===== src/rtl/c4_turn_ctrl_if.sv =====
// Connect Four turn-controller bus: raw buttons and win result in,
// move command plus status out. The slave modport is the controller side.
interface c4_turn_ctrl_if #(
    parameter int NUM_COLS = 7
);
    logic                btn_left;
    logic                btn_right;
    logic                btn_drop;
    logic [1:0]          win_in;
    logic [2:0]          column;
    logic                player;
    logic                confirm_move;
    logic [NUM_COLS-1:0] col_full;
    logic [5:0]          move_count;
    logic                illegal_move;
    logic                busy;
    logic                game_over;
    logic                draw;

    modport master (
        output btn_left, btn_right, btn_drop, win_in,
        input  column, player, confirm_move, col_full, move_count,
               illegal_move, busy, game_over, draw
    );

    modport slave (
        input  btn_left, btn_right, btn_drop, win_in,
        output column, player, confirm_move, col_full, move_count,
               illegal_move, busy, game_over, draw
    );
endinterface


===== src/rtl/c4_turn_ctrl.sv =====
// Connect Four turn controller: debounced-edge buttons to legal move strobes,
// column heights, player alternation, win/draw detection. Option: C4_SKIP_FULL_EN.
module c4_turn_ctrl #(
    parameter int NUM_COLS      = 7,
    parameter int NUM_ROWS      = 6,
    parameter int START_COL     = 3,
    parameter int FIRST_PLAYER  = 1,
    parameter int PULSE_CYCLES  = 2,
    parameter int SETTLE_CYCLES = 2
) (
    input  logic           clk,
    input  logic           reset,
    c4_turn_ctrl_if.slave  bus
);
    typedef enum logic [2:0] {
        S_SELECT,
        S_ISSUE,
        S_SETTLE,
        S_CHECK,
        S_OVER
    } state_e;

    localparam logic [2:0] LAST_COL    = 3'(NUM_COLS - 1);
    localparam logic [2:0] FULL_H      = 3'(NUM_ROWS);
    localparam logic [5:0] MAX_MOVES   = 6'(NUM_COLS * NUM_ROWS);
    localparam logic [3:0] PULSE_LAST  = 4'(PULSE_CYCLES - 1);
    localparam logic [3:0] SETTLE_LAST = 4'(SETTLE_CYCLES - 1);

    state_e              state_q, state_d;
    logic [3:0]          cnt_q, cnt_d;
    logic [2:0]          column_q, column_d;
    logic                player_q, player_d;
    logic                confirm_q, confirm_d;
    logic                illegal_q, illegal_d;
    logic                draw_q, draw_d;
    logic [5:0]          move_count_q, move_count_d;
    logic [2:0]          height_q [NUM_COLS];
    logic                height_inc;
    logic [NUM_COLS-1:0] col_full;
    logic [2:0]          sync1_q, sync2_q, prev_q;
    logic [2:0]          ev;

    // Only bit0 of the win result carries meaning here.
    logic unused_win;
    assign unused_win = bus.win_in[1];

    function automatic logic [2:0] step(input logic [2:0] c, input logic right);
        if (right) return (c == LAST_COL) ? 3'd0 : c + 3'd1;
        else       return (c == 3'd0) ? LAST_COL : c - 3'd1;
    endfunction

`ifdef C4_SKIP_FULL_EN
    // Nearest non-full column in the given direction; stays put if none.
    function automatic logic [2:0] seek(input logic [2:0] c, input logic right,
                                        input logic [NUM_COLS-1:0] full);
        logic [2:0] cand;
        logic       found;
        logic [2:0] res;
        cand  = c;
        found = 1'b0;
        res   = c;
        for (int i = 1; i < NUM_COLS; i++) begin
            cand = step(cand, right);
            if (!found && !full[cand]) begin
                res   = cand;
                found = 1'b1;
            end
        end
        return res;
    endfunction
`endif

    // Bit order {drop, right, left}; 2-FF synchronizer then rising-edge detect.
    always_ff @(posedge clk or posedge reset) begin
        if (reset) begin
            sync1_q <= '0;
            sync2_q <= '0;
            prev_q  <= '0;
        end else begin
            // NOTE: non-blocking assignments make each stage sample the previous stage's old value.
            sync1_q <= {bus.btn_drop, bus.btn_right, bus.btn_left};
            sync2_q <= sync1_q;
            prev_q  <= sync2_q;
        end
    end
    assign ev = sync2_q & ~prev_q;

    always_comb begin
        for (int c = 0; c < NUM_COLS; c++) col_full[c] = (height_q[c] == FULL_H);
    end

    always_comb begin
        // NOTE: every output of this block gets a default first, so no path can infer a latch.
        state_d      = state_q;
        cnt_d        = cnt_q;
        column_d     = column_q;
        player_d     = player_q;
        move_count_d = move_count_q;
        draw_d       = draw_q;
        illegal_d    = 1'b0;
        height_inc   = 1'b0;
        unique case (state_q)
            S_SELECT: begin
                if (ev[2]) begin
                    if (col_full[column_q]) begin
                        illegal_d = 1'b1;
                    end else begin
                        height_inc   = 1'b1;
                        move_count_d = move_count_q + 6'd1;
                        cnt_d        = '0;
                        state_d      = S_ISSUE;
                    end
                end else if (ev[0] ^ ev[1]) begin
`ifdef C4_SKIP_FULL_EN
                    column_d = seek(column_q, ev[1], col_full);
`else
                    column_d = step(column_q, ev[1]);
`endif
                end
            end
            S_ISSUE: begin
                if (cnt_q == PULSE_LAST) begin
                    cnt_d   = '0;
                    state_d = S_SETTLE;
                end else begin
                    cnt_d = cnt_q + 4'd1;
                end
            end
            S_SETTLE: begin
                if (cnt_q == SETTLE_LAST) begin
                    cnt_d   = '0;
                    state_d = S_CHECK;
                end else begin
                    cnt_d = cnt_q + 4'd1;
                end
            end
            S_CHECK: begin
                if (bus.win_in[0]) begin
                    state_d = S_OVER;
                end else if (move_count_q == MAX_MOVES) begin
                    state_d = S_OVER;
                    draw_d  = 1'b1;
                end else begin
                    player_d = ~player_q;
                    state_d  = S_SELECT;
`ifdef C4_SKIP_FULL_EN
                    if (col_full[column_q]) column_d = seek(column_q, 1'b1, col_full);
`endif
                end
            end
            S_OVER:  ;
            default: state_d = S_SELECT;
        endcase
        // Registered strobe: high exactly while the FSM sits in ISSUE.
        confirm_d = (state_d == S_ISSUE);
    end

    always_ff @(posedge clk or posedge reset) begin
        if (reset) begin
            state_q      <= S_SELECT;
            cnt_q        <= '0;
            column_q     <= 3'(START_COL);
            player_q     <= 1'(FIRST_PLAYER);
            confirm_q    <= 1'b0;
            illegal_q    <= 1'b0;
            draw_q       <= 1'b0;
            move_count_q <= '0;
        end else begin
            state_q      <= state_d;
            cnt_q        <= cnt_d;
            column_q     <= column_d;
            player_q     <= player_d;
            confirm_q    <= confirm_d;
            illegal_q    <= illegal_d;
            draw_q       <= draw_d;
            move_count_q <= move_count_d;
        end
    end

    // NOTE: heights are architectural board state and must clear with the game logic, so this array is reset.
    always_ff @(posedge clk or posedge reset) begin
        if (reset) begin
            for (int c = 0; c < NUM_COLS; c++) height_q[c] <= '0;
        end else if (height_inc) begin
            height_q[column_q] <= height_q[column_q] + 3'd1;
        end
    end

    assign bus.column       = column_q;
    assign bus.player       = player_q;
    assign bus.confirm_move = confirm_q;
    assign bus.col_full     = col_full;
    assign bus.move_count   = move_count_q;
    assign bus.illegal_move = illegal_q;
    assign bus.busy         = (state_q == S_ISSUE) || (state_q == S_SETTLE) || (state_q == S_CHECK);
    assign bus.game_over    = (state_q == S_OVER);
    assign bus.draw         = draw_q;
endmodule


===== src/flat_wrapper.sv =====
// flat-port wrapper written by rule: the top's interface ports become plain ports
module c4_turn_ctrl_flat 
#(
    parameter int NUM_COLS      = 7,
    parameter int NUM_ROWS      = 6,
    parameter int START_COL     = 3,
    parameter int FIRST_PLAYER  = 1,
    parameter int PULSE_CYCLES  = 2,
    parameter int SETTLE_CYCLES = 2
)
  (clk, reset, bus_btn_left, bus_btn_right, bus_btn_drop, bus_win_in, bus_column, bus_player, bus_confirm_move, bus_col_full, bus_move_count, bus_illegal_move, bus_busy, bus_game_over, bus_draw);
  c4_turn_ctrl_if #(.NUM_COLS(NUM_COLS)) bus_i ();
  input  logic clk;
  input  logic reset;
  input wire logic [$bits(bus_i.btn_left)-1:0] bus_btn_left;
  input wire logic [$bits(bus_i.btn_right)-1:0] bus_btn_right;
  input wire logic [$bits(bus_i.btn_drop)-1:0] bus_btn_drop;
  input wire logic [$bits(bus_i.win_in)-1:0] bus_win_in;
  output wire logic [$bits(bus_i.column)-1:0] bus_column;
  output wire logic [$bits(bus_i.player)-1:0] bus_player;
  output wire logic [$bits(bus_i.confirm_move)-1:0] bus_confirm_move;
  output wire logic [$bits(bus_i.col_full)-1:0] bus_col_full;
  output wire logic [$bits(bus_i.move_count)-1:0] bus_move_count;
  output wire logic [$bits(bus_i.illegal_move)-1:0] bus_illegal_move;
  output wire logic [$bits(bus_i.busy)-1:0] bus_busy;
  output wire logic [$bits(bus_i.game_over)-1:0] bus_game_over;
  output wire logic [$bits(bus_i.draw)-1:0] bus_draw;
  assign bus_i.btn_left = bus_btn_left;
  assign bus_i.btn_right = bus_btn_right;
  assign bus_i.btn_drop = bus_btn_drop;
  assign bus_i.win_in = bus_win_in;
  assign bus_column = bus_i.column;
  assign bus_player = bus_i.player;
  assign bus_confirm_move = bus_i.confirm_move;
  assign bus_col_full = bus_i.col_full;
  assign bus_move_count = bus_i.move_count;
  assign bus_illegal_move = bus_i.illegal_move;
  assign bus_busy = bus_i.busy;
  assign bus_game_over = bus_i.game_over;
  assign bus_draw = bus_i.draw;
  c4_turn_ctrl #(.NUM_COLS(NUM_COLS), .NUM_ROWS(NUM_ROWS), .START_COL(START_COL), .FIRST_PLAYER(FIRST_PLAYER), .PULSE_CYCLES(PULSE_CYCLES), .SETTLE_CYCLES(SETTLE_CYCLES)) u_core (.clk(clk), .reset(reset), .bus(bus_i));
endmodule

===== config.mk =====
export PLATFORM = sky130hd
export DESIGN_NAME = c4_turn_ctrl_flat
export DESIGN_NICKNAME = d
export VERILOG_FILES = /design/src/rtl/c4_turn_ctrl_if.sv /design/src/rtl/c4_turn_ctrl.sv /design/src/flat_wrapper.sv
export SDC_FILE = /design/constraint.sdc
export NUM_CORES = 1
export LEC_CHECK = 0
export CAP_MARGIN = 0
export CORE_UTILIZATION = 40
export CTS_CLUSTER_DIAMETER = 50
export CTS_CLUSTER_SIZE = 16
export DETAILED_ROUTE_END_ITERATION = 10
export PLACE_DENSITY_LB_ADDON = 0.05
export SLEW_MARGIN = 20
export SYNTH_ARGS = -nofsm -noshare
export SYNTH_HDL_FRONTEND = slang
export SYNTH_SLANG_ARGS = --single-unit

===== constraint.sdc =====
create_clock -name clk -period 5.2 [get_ports clk]
set_input_delay 1.3 -clock clk [delete_from_list [all_inputs] [get_ports clk]]
set_output_delay 1.3 -clock clk [all_outputs]
set_load 0.03 [all_outputs]

Figure 1. Clock network drawn from the DEF (run 1).
The bar under the picture is 20 µm long.
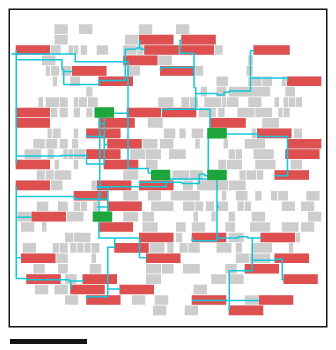
- green: cells driving clock nets (count 5)
- red: flip-flops (count 50)
- cyan: clock wires (length 660 µm)
- routed clock nets: 6
part of the power in the clock network: 15.9%
clk ins delay skew pair: 300 ps
Clk power: 279 µW
final setup skew: 4.140 ps

Figure 2. Wiring by layer (run 1).
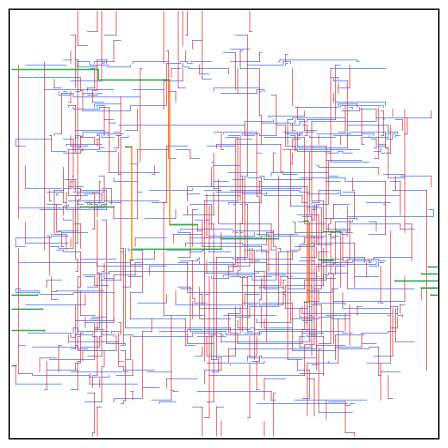
- orange: met4 (wire length 65.3 µm)
- blue: met1 (wire length 2650 µm)
- green: met3 (wire length 115 µm)
- red: met2 (wire length 2470 µm)
Total Routing Usage GR: 17.64%
detail-routed net length per standard cell: 16.20 µm
total wirelength of the detailed-routed design: 5298 µm
via count: 1793

Figure 3. Cell outlines without signal wires (run 1).
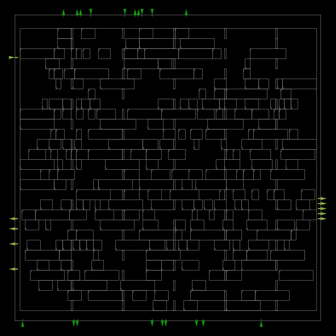
number of tap instances: 75
tally of non-filler cells in the final layout: 327

==> out/metrics.sh, run 1 <==
SYNTH_CELLS=224
FINAL_UTIL_PCT=49.77
COMB.MULTI_INPUT.COUNT=159
SYNTH_NETS=241
STARTPOINT_TYPE='register'
LARGEST_REG_FLOPS=21
YS_ASYNC_SR_FRACTION_PCT=100.0
TIGHTESTPINTRANSITION_PS=857.2
MIN-DELAY-START='u_core.sync1_q[2]'
RR_WORST_DEPTH=6
CLOCK_TREE.ROOT_CELL='sky130_fd_sc_hd__clkbuf_8'
INTERNAL-POWER_uW=1002
PIN_COUNT=29
FIRST_ITER_VIOLATIONS=71
POST_SYNTH_AO_OA_AREA_FRACTION_PCT=8.924
NNETSFINAL=268
DRV.MAX_CAP_VIOLATION_COUNT=0
LAYOUT_TOP_CELLS_EXCL_FILL_TAP='47 x sky130_fd_sc_hd__dfrtp_1, 27 x sky130_fd_sc_hd__clkdlybuf4s50_1, 17 x sky130_fd_sc_hd__nor2_1'
CTS_RESIZED=0
GRT.MET1_USAGE_PCT=23.74
RUN_STATUS='complete, no violations'
CLOCK_SINK_COUNT=50
POST-ROUTE-DRC-COUNT=0
GRT_PASS1_WL_UM=8811
IO_BUFFER_COUNT=27
CLOCK_BUFFERS=6
YOSYS-TOP-CELLS-COUNT='47 x sky130_fd_sc_hd__dfrtp_1, 17 x sky130_fd_sc_hd__nor2_1, 13 x sky130_fd_sc_hd__mux2_2, 10 x sky130_fd_sc_hd__ha_1, 10 x sky130_fd_sc_hd__nand3_1'
GRT_START_MAX_NET_PINS=51
SYNTHESIS_WARNING_TOTAL=0
WORST_FLOP_TO_FLOP_PATH_STARTPOINT='u_core.bus.column[0]'
LARGEST-REGISTER='u_core.height_q'
MIN-DELAY-PATH-CLASS='register to register'
POST_SYNTH_MAIN_LOGIC_FAMILY='simple AND/OR/NAND/NOR gates'
DIE_WIDTH_UM=82.53
SETUP_WS_PS=1962
CRIT_CHAIN='mux4_2 -> o21ai_1 -> inv_1 -> ha_1 -> xnor2_1 -> mux2_2'
SLOWEST_STAGE='sky130_fd_sc_hd__dfstp_2'
FP.COREAREA_MM2=0.006096
SWITCHING_SHARE_PCT=42.78
Figure 4. A small window of the routed layout (run 1).
Region (21, 5) to (61, 45) µm. Cells in gray, sequential cells in the stronger gray; small squares are vias.
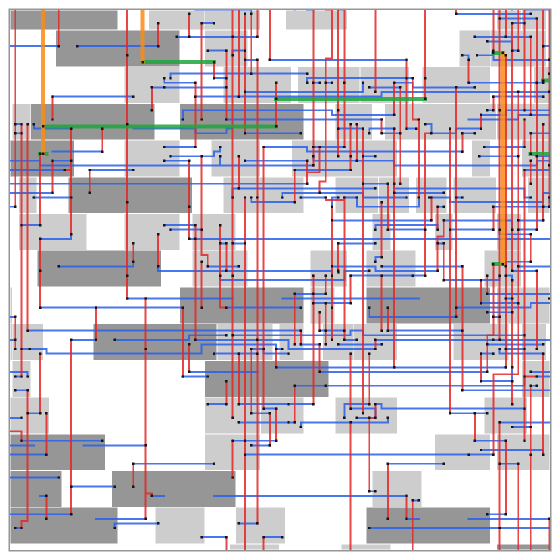

--- run 2 (diff from run 1) ---
Clock period 5.2 ns to 3.4 ns, I/O delays scaled along.
Figure 5. A small window of the routed layout (run 2).
Region (21, 5) to (61, 45) µm. Cells in gray, sequential cells in the stronger gray; small squares are vias.
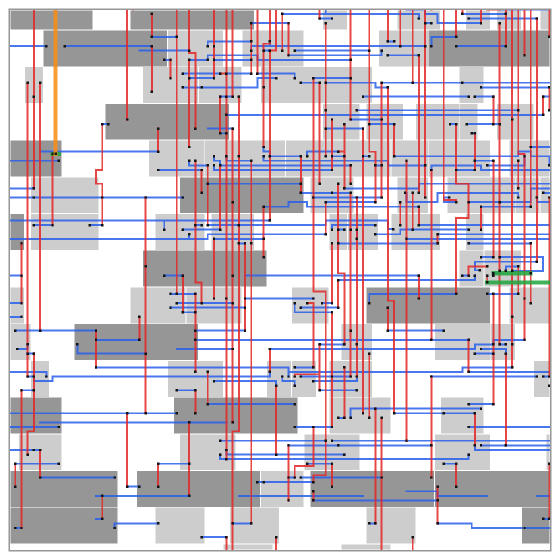
- red: met2
- green: met3
- orange: met4
- blue: met1
- sequential cells in the window: 15
- netlist names of flops here include: `u_core.height_q` (11)
- cells with their middle in the window: 75
- most frequent: dfrtp_1 (14), mux2_2 (9), and3b_1 (4)

==> run 2 against run 1 <==
  * Global-route usage is 0.26 points lower
  * Largest cell class unchanged
  * Combinational power is 57% higher
  * Synthesized area stayed put
  * Via count is 0.33% lower
  * Critical path type is now register to output port
  * Clock power is 34% higher
  * Register-to-register slack worse by 1300 ps
  * Total power is 52% higher
  * First-iteration DRC count is 27% higher
==> out/metrics.sh, run 2 <==
FINAL_UTIL_PCT=50.18
POST_SYNTH_MAIN_LOGIC_FAMILY='simple AND/OR/NAND/NOR gates'
CLOCK_SINK_COUNT=50
CRIT_CHAIN='clkdlybuf4s50_1'
FIN_WORST_SKEW_PS=9.665
GRT_PASS1_WL_UM=8769
WORST_FLOP_TO_FLOP_PATH_STARTPOINT='u_core.bus.column[0]'
TAP_CELLS=75
GRT_START_MAX_NET_PINS=24
SYNTH_NETS=241
MIN-DELAY-PATH-CLASS='register to register'
SYNTH_CELLS=224
RUN_STATUS='complete, no violations'
POST_SYNTH_AO_OA_AREA_FRACTION_PCT=8.924
PWR.GROUP.CLOCK_uW=373
SWITCHING_SHARE_PCT=43.02
LARGEST-REGISTER='u_core.height_q'
CLOCK_TREE.ROOT_CELL='sky130_fd_sc_hd__clkbuf_8'
COMB.MULTI_INPUT.COUNT=159
MIN-DELAY-START='u_core.sync1_q[1]'
POST-ROUTE-DRC-COUNT=0
TIGHTESTPINTRANSITION_PS=641.8
NNETSFINAL=273
--- run 3 (diff from run 2) ---
Clock period 3.4 ns to 2.4 ns, I/O delays scaled along.
Figure 6. Signal wires on met3 (run 3).
The bar under the picture is 20 µm long.
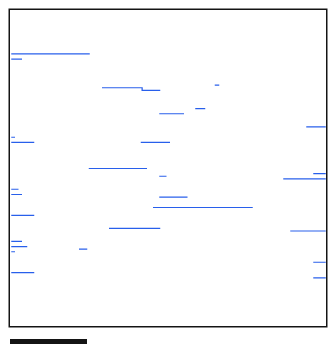
- nets with wire on the layer: 23
- wire length on this layer: 182 µm
- share of all routed wire: 3.4%
- longest straight run: 25.8 µm
total wirelength of the detailed-routed design: 5371 µm
GR Layer Usage met3: 3.626%
via count: 1839

==> run 3 against run 2 <==
  * Sequential share of layout area shrank 2.3 points
  * Worst setup slack lost 570 ps
  * Non-clock buffer count grew 19
  * Global-route usage grew 0.41 points
  * Synthesized area is the same
  * Clock skew shrank 3.7 ps
  * Flip-flop count is the same
  * Final area grew 6.3%
  * Sequential power grew 36%
  * Critical path type is now register to register
  * Largest power group unchanged
==> out/metrics.sh, run 3 <==
PIN_COUNT=29
YS_ASYNC_SR_FRACTION_PCT=100.0
FP.COREAREA_MM2=0.006096
NNETSFINAL=292
MIN-DELAY-START='u_core.sync1_q[2]'
POST_SYNTH_AO_OA_AREA_FRACTION_PCT=8.924
RUN_STATUS='complete, no violations'
POST_DRT_WL_PER_CELL_UM=15.30
SYNTH_CELLS=224
POST_SYNTH_MAIN_LOGIC_FAMILY='simple AND/OR/NAND/NOR gates'
TALLY_OF_NON_FILLER_CELLS_IN_THE_FINAL_LAYOUT=351
SYNTH_NETS=241
POST-ROUTE-DRC-COUNT=0
PWR.GROUP.CLOCK_uW=609
RR_WORST_DEPTH=6
MIN-DELAY-PATH-CLASS='register to register'
IO_BUFFER_COUNT=27
TAP_CELLS=75
GRT_UTIL_ALL_LAYERS_PCT=17.79
WORST_FLOP_TO_FLOP_PATH_STARTPOINT='u_core.bus.column[0]'
CLOCK_TREE.ROOT_CELL='sky130_fd_sc_hd__clkbuf_8'
SWITCHING_SHARE_PCT=40.85
DRV.MAX_CAP_VIOLATION_COUNT=0
No activity file was given, so power comes from the tool's default toggle rates.
